### M1 wires

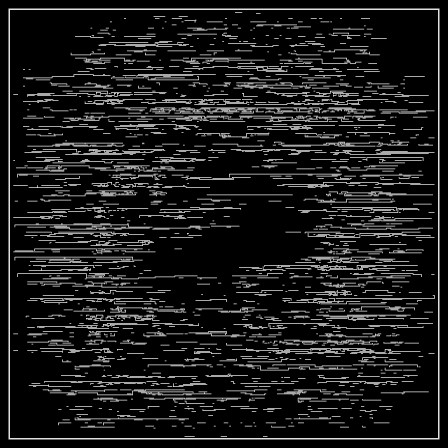
### Metal 2

Bar = 50 µm.
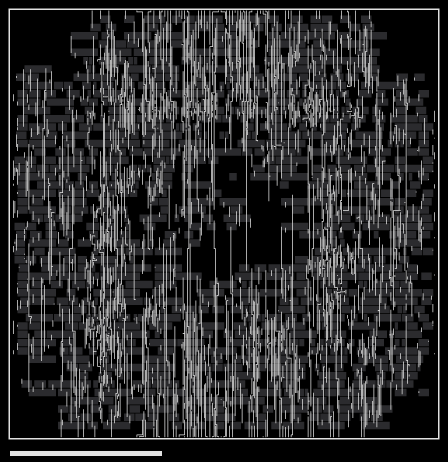
### Signal wires on met3

Bar = 50 µm.
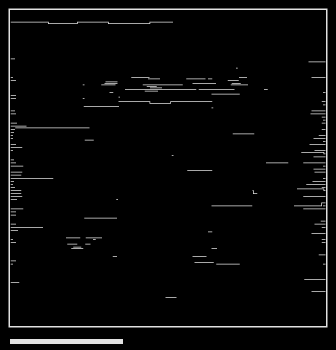
### Met4 routing

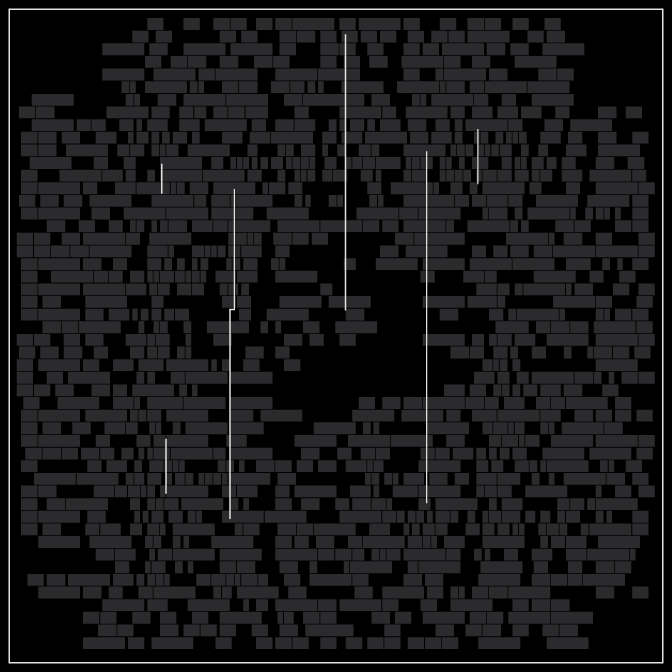
### Congestion heat map

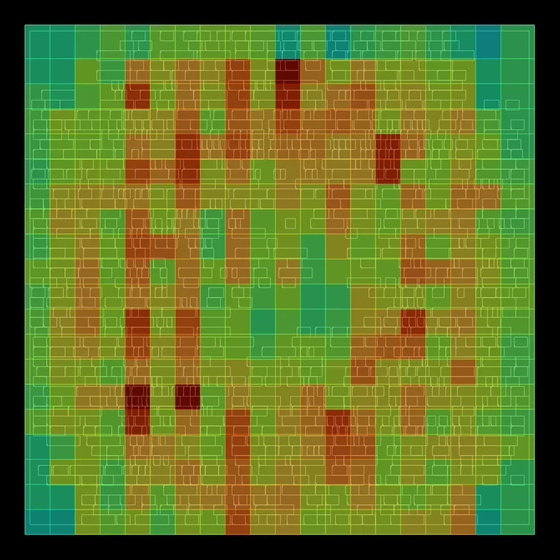
## config.mk

```make
export PLATFORM = sky130hd
export DESIGN_NAME = pipelined_vector_addsub
export DESIGN_NICKNAME = d
export VERILOG_FILES = /design/src/rtl/pipelined_vector_addsub.sv
export SDC_FILE = /design/constraint.sdc
export NUM_CORES = 1
export LEC_CHECK = 0
export CORE_UTILIZATION = 50
export DETAILED_ROUTE_END_ITERATION = 12
export PLACE_DENSITY_LB_ADDON = 0.25
export SYNTH_ARGS = -nofsm -noshare
export SYNTH_HDL_FRONTEND = slang
export SYNTH_SLANG_ARGS = --single-unit
```

## constraint.sdc

```tcl
create_clock -name clk -period 6.6 [get_ports clk]
set_input_delay 1.32 -clock clk [delete_from_list [all_inputs] [get_ports clk]]
set_output_delay 1.32 -clock clk [all_outputs]
set_load 0.01 [all_outputs]
```

## src/rtl/pipelined_vector_addsub.sv

```systemverilog
// Two-stage valid/ready pipelined signed vector add/subtract with per-component overflow flags.
// Define PIPELINED_VECTOR_ADDSUB_SATURATE_EN to clamp overflowing components instead of wrapping.
module pipelined_vector_addsub #(
    parameter int unsigned COMP_WIDTH = 19,
    parameter int unsigned NUM_COMP   = 3
) (
    input  logic                           clk,
    input  logic                           rst,
    input  logic                           in_valid,
    output logic                           in_ready,
    input  logic                           in_sub,
    input  logic [NUM_COMP*COMP_WIDTH-1:0] in_vector_1,
    input  logic [NUM_COMP*COMP_WIDTH-1:0] in_vector_2,
    output logic                           out_valid,
    input  logic                           out_ready,
    output logic [NUM_COMP*COMP_WIDTH-1:0] out_vector,
    output logic [NUM_COMP-1:0]            out_ovf
);

    localparam int unsigned W  = COMP_WIDTH;
    localparam int unsigned VW = NUM_COMP * COMP_WIDTH;

    logic          ready_q;
    logic          s1_valid_q;
    logic          s1_sub_q;
    logic [VW-1:0] s1_a_q;
    logic [VW-1:0] s1_b_q;
    logic          s2_valid_q;
    logic [VW-1:0] s2_vec_q;
    logic [NUM_COMP-1:0] s2_ovf_q;

    logic          s1_adv;
    logic          s2_adv;
    logic          accept;
    logic [VW-1:0] s2_vec_d;
    logic [NUM_COMP-1:0] s2_ovf_d;

    assign s2_adv   = !s2_valid_q || out_ready;
    assign s1_adv   = !s1_valid_q || s2_adv;
    // ready_q keeps in_ready low during reset and until the first edge after release.
    assign in_ready = ready_q && s1_adv;
    assign accept   = in_valid && in_ready;

    assign out_valid  = s2_valid_q;
    assign out_vector = s2_vec_q;
    assign out_ovf    = s2_ovf_q;

    always_comb begin : calc
        logic [W:0]   a_ext;
        logic [W:0]   b_ext;
        logic [W:0]   b_eff;
        logic [W:0]   sum;
        logic         ovf;
        logic [W-1:0] res;
        s2_vec_d = '0;
        s2_ovf_d = '0;
        for (int i = 0; i < NUM_COMP; i++) begin
            a_ext = {s1_a_q[i*W+W-1], s1_a_q[i*W +: W]};
            b_ext = {s1_b_q[i*W+W-1], s1_b_q[i*W +: W]};
            b_eff = s1_sub_q ? ~b_ext : b_ext;
            sum   = a_ext + b_eff + {{W{1'b0}}, s1_sub_q};
            ovf   = sum[W] ^ sum[W-1];
`ifdef PIPELINED_VECTOR_ADDSUB_SATURATE_EN
            if (ovf) begin
                res = sum[W] ? {1'b1, {(W-1){1'b0}}} : {1'b0, {(W-1){1'b1}}};
            end else begin
                res = sum[W-1:0];
            end
`else
            res = sum[W-1:0];
`endif
            s2_vec_d[i*W +: W] = res;
            s2_ovf_d[i]        = ovf;
        end
    end

    always_ff @(posedge clk or posedge rst) begin
        if (rst) begin
            ready_q <= 1'b0;
        end else begin
            ready_q <= 1'b1;
        end
    end

    // Data registers load only under their valid bit so idle-cycle X never reaches state.
    always_ff @(posedge clk or posedge rst) begin
        if (rst) begin
            s1_valid_q <= 1'b0;
            s1_sub_q   <= 1'b0;
            s1_a_q     <= '0;
            s1_b_q     <= '0;
        end else if (s1_adv) begin
            s1_valid_q <= accept;
            if (accept) begin
                s1_sub_q <= in_sub;
                s1_a_q   <= in_vector_1;
                s1_b_q   <= in_vector_2;
            end
        end
    end

    always_ff @(posedge clk or posedge rst) begin
        if (rst) begin
            s2_valid_q <= 1'b0;
            s2_vec_q   <= '0;
            s2_ovf_q   <= '0;
        end else if (s2_adv) begin
            s2_valid_q <= s1_valid_q;
            if (s1_valid_q) begin
                s2_vec_q <= s2_vec_d;
                s2_ovf_q <= s2_ovf_d;
            end
        end
    end

endmodule

```

==> reports/qor.txt <==
Register bit total from synthesis = 178
Sequential share of power = 0.327
Final wirelength = 20.2 mm
CP max-delay cell = clkdlybuf4s50_1
Count of input and output buffers = 180
Number of nets in the layout = 1205
Number of antenna-violating nets in the routed design = 0
H-tree depth = 4
Total Power = 4870 µW
Syn nets = 1032
Clk pin slew, worst setup/hold paths = 70 ps
Post-CTS Hold Buffers = 0
Minimum hold slack = 477 ps
Fin. Hold Viols = 0
Crit Path Class = in -> out
DRT iter0 DRCs = 290
Dpl cell area = 11600 µm²
Net switching power = 1750 µW
Total gr overflow = 0
Layout cell share with drive strength beyond 1 = 0.167
Design area = 12200 µm²
Largest net degree at the start of global routing = 86
Final setup viols = 0
Top-area cell type share of the netlist area = 0.465
Clk pwr share = 0.206
P_leak = 0.00530 µW
Yosys chip area = 9570 µm²
RSZ-0062 raised after global routing = false
Die area = 19700 µm²
HPWL after detailed placement = 14.5 mm
Most common cell on crit path = clkdlybuf4s50_1
Ys Warns = 0
Most common logic cell in the routed design = clkdlybuf4s50_1
Die Y-Extent = 140 µm
Worst-Margin Slew = 1120 ps
Via count = 6793
Post-synth EDFFs = 0
Tmin final = 3980 ps
Max IR drop VDD = 0.000189 V
Pre-Repair DR Iteration Count = 5
Wire length of the first global-routing pass = 33.3 mm
Setup bufs post-CTS = 0
Pwr dens = 400 nW/µm²
Post-Syn Area = 9570 µm²
Log Warnings = 26
DR DRC count = 0
Met1 WL = 9.00 mm
Crit Path Max Fanout = 2
Placer Congestion = 0.846
Main flop type = dfrtp_1
Filler instances = 1501
WL/cell = 15.8 µm
Worst path cell trace = clkdlybuf4s50_1, nand3b_1, and2_1, clkdlybuf4s50_1
Int Pwr = 3120 µW
Cell count in the Yosys report = 856
Critical Path Source Type = input pin
Tightest Hold Check Type = reg -> reg
Post-synthesis cell count = 856
Met3 WL post-DR = 773 µm
Max stage delay on crit path = 550 ps
Setup_tns = 0 ps
Top cells by area = dfrtp_1, mux2_2, xor2_1, ha_1, nand2_1
Top Metal Used = met4
Via density = 5.32
Max Buffers Root-to-Sink = 2
Outcome = complete, no violations
Sw Ratio = 0.359
WL met2 = 10.2 mm
CTS buffer count = 17
Critical Path RT = 5280 ps
# rows = 50
Clk sinks = 178
Back to the opening pictures, 'M1 wires':
nets with wire on the layer: 1081
main direction: horizontal

Back to the opening pictures, 'Metal 2':
share of all routed wire: 51%
nets with wire on the layer: 1028
longest straight run: 63.4 µm
wire length on this layer: 10200 µm

Back to the opening pictures, 'Signal wires on met3':
longest straight run: 32.7 µm
share of all routed wire: 3.8%
nets with wire on the layer: 115
wire length on this layer: 773 µm

Back to the opening pictures, 'Met4 routing':
nets with wire on the layer: 2
wire length on this layer: 236 µm
share of all routed wire: 1.2%

Back to the opening pictures, 'Congestion heat map':
total track usage: 0.214
met3 global-route usage: 0.0328
met1 Use GR: 0.282

==> registers in the layout, indices dropped and copies added (netlist names) <==
register and flops:
out_ovf 3, s1_b_q 57, s1_valid_q 1, ready_q 1, s1_sub_q 1, out_valid 1
out_vector 57, s1_a_q 57
==> worst paths after layout <==
check | start | endpoint | cells after the start
max | out_ready | in_ready | 4
max reg2reg | s1_sub_q | out_vector[35] | 11
min | out_vector[31] | out_vector[31] | 2
max in group asynchronous | rst | s1_a_q[48] | 3
min in group asynchronous | rst | s1_a_q[17] | 2
min reg2reg | out_vector[31] | out_vector[31] | 2
==> area by class of cell <==
type / count / area [µm²] / share of cell area
sequential: 178 / 4460 / 0.366
clock buffer: 24 / 482 / 0.0395
inverter: 11 / 46.3 / 0.00380
multi-input combinational: 636 / 4970 / 0.408
tap: 234 / 293 / 0.0240
timing repair buffer: 185 / 1840 / 0.151
antenna: 1 / 2.50 / 0.000205
clock inverter: 8 / 103 / 0.00841
==> cell usage after synthesis (all sizes together) (2+ instances only) <==
cell type / number
o21ai: 78
nor2b: 3
and3: 2
a41oi: 3
nor2: 22
and2: 3
nand3b: 2
o21a: 9
nand2: 93
a221oi: 2
o31ai: 4
dfrtp: 178
a211oi: 5
nor3: 7
o211ai: 8
fa: 3
clkbuf: 15
a21o: 15
nand3: 3
a31oi: 5
nand4: 2
inv: 11
ha: 54
buf: 16
o21bai: 6
a21oi: 53
xor2: 78
or3: 2
mux2: 120
nand2b: 6
xnor2: 30
a21boi: 2
==> routing by layer <==
metal | up-vias | GRT usage
met5 | - | 0
met3 | 22 | 0.0328
li1 | 3372 | -
met2 | 171 | 0.364
met1 | 3228 | 0.282
met4 | 0 | 0.0671
==> power groups by stage <==
stage,Combinational [µW],Clock [µW],Sequential (µW)
floorplan,1480,0,1630
global placement,2220,0,1610
detailed placement,2260,0,1620
CTS,2290,1030,1600
global route,2510,1070,1630
finish,2280,1000,1600
==> stage by stage <==
stage           util  setup WS (ps)  cells
2_1_floorplan      -            450    856
3_3_place_gp   0.621           2580   1244
3_5_place_dp   0.621           2550   1244
4_1_cts        0.652           2610   1276
5_1_grt        0.652           2570   1277
6_report       0.652           2620   1277
==> cells by family after synthesis <==
group,after synthesis,synth area share
xor+xnor,108,0.0988
compound gates,197,0.129
fa+ha+maj,57,0.0768
flops,178,0.465
buf+inv,42,0.0170
other cells,1,0.000392
mux,121,0.143
simple gates,152,0.0706
==> critical path, delay by kind of cell <==
family / cells / cell delay [ps]
AND/OR/NAND/NOR: 2 / 310
buffers and inverters: 2 / 1030
Power is estimated from default activity; no workload was simulated.
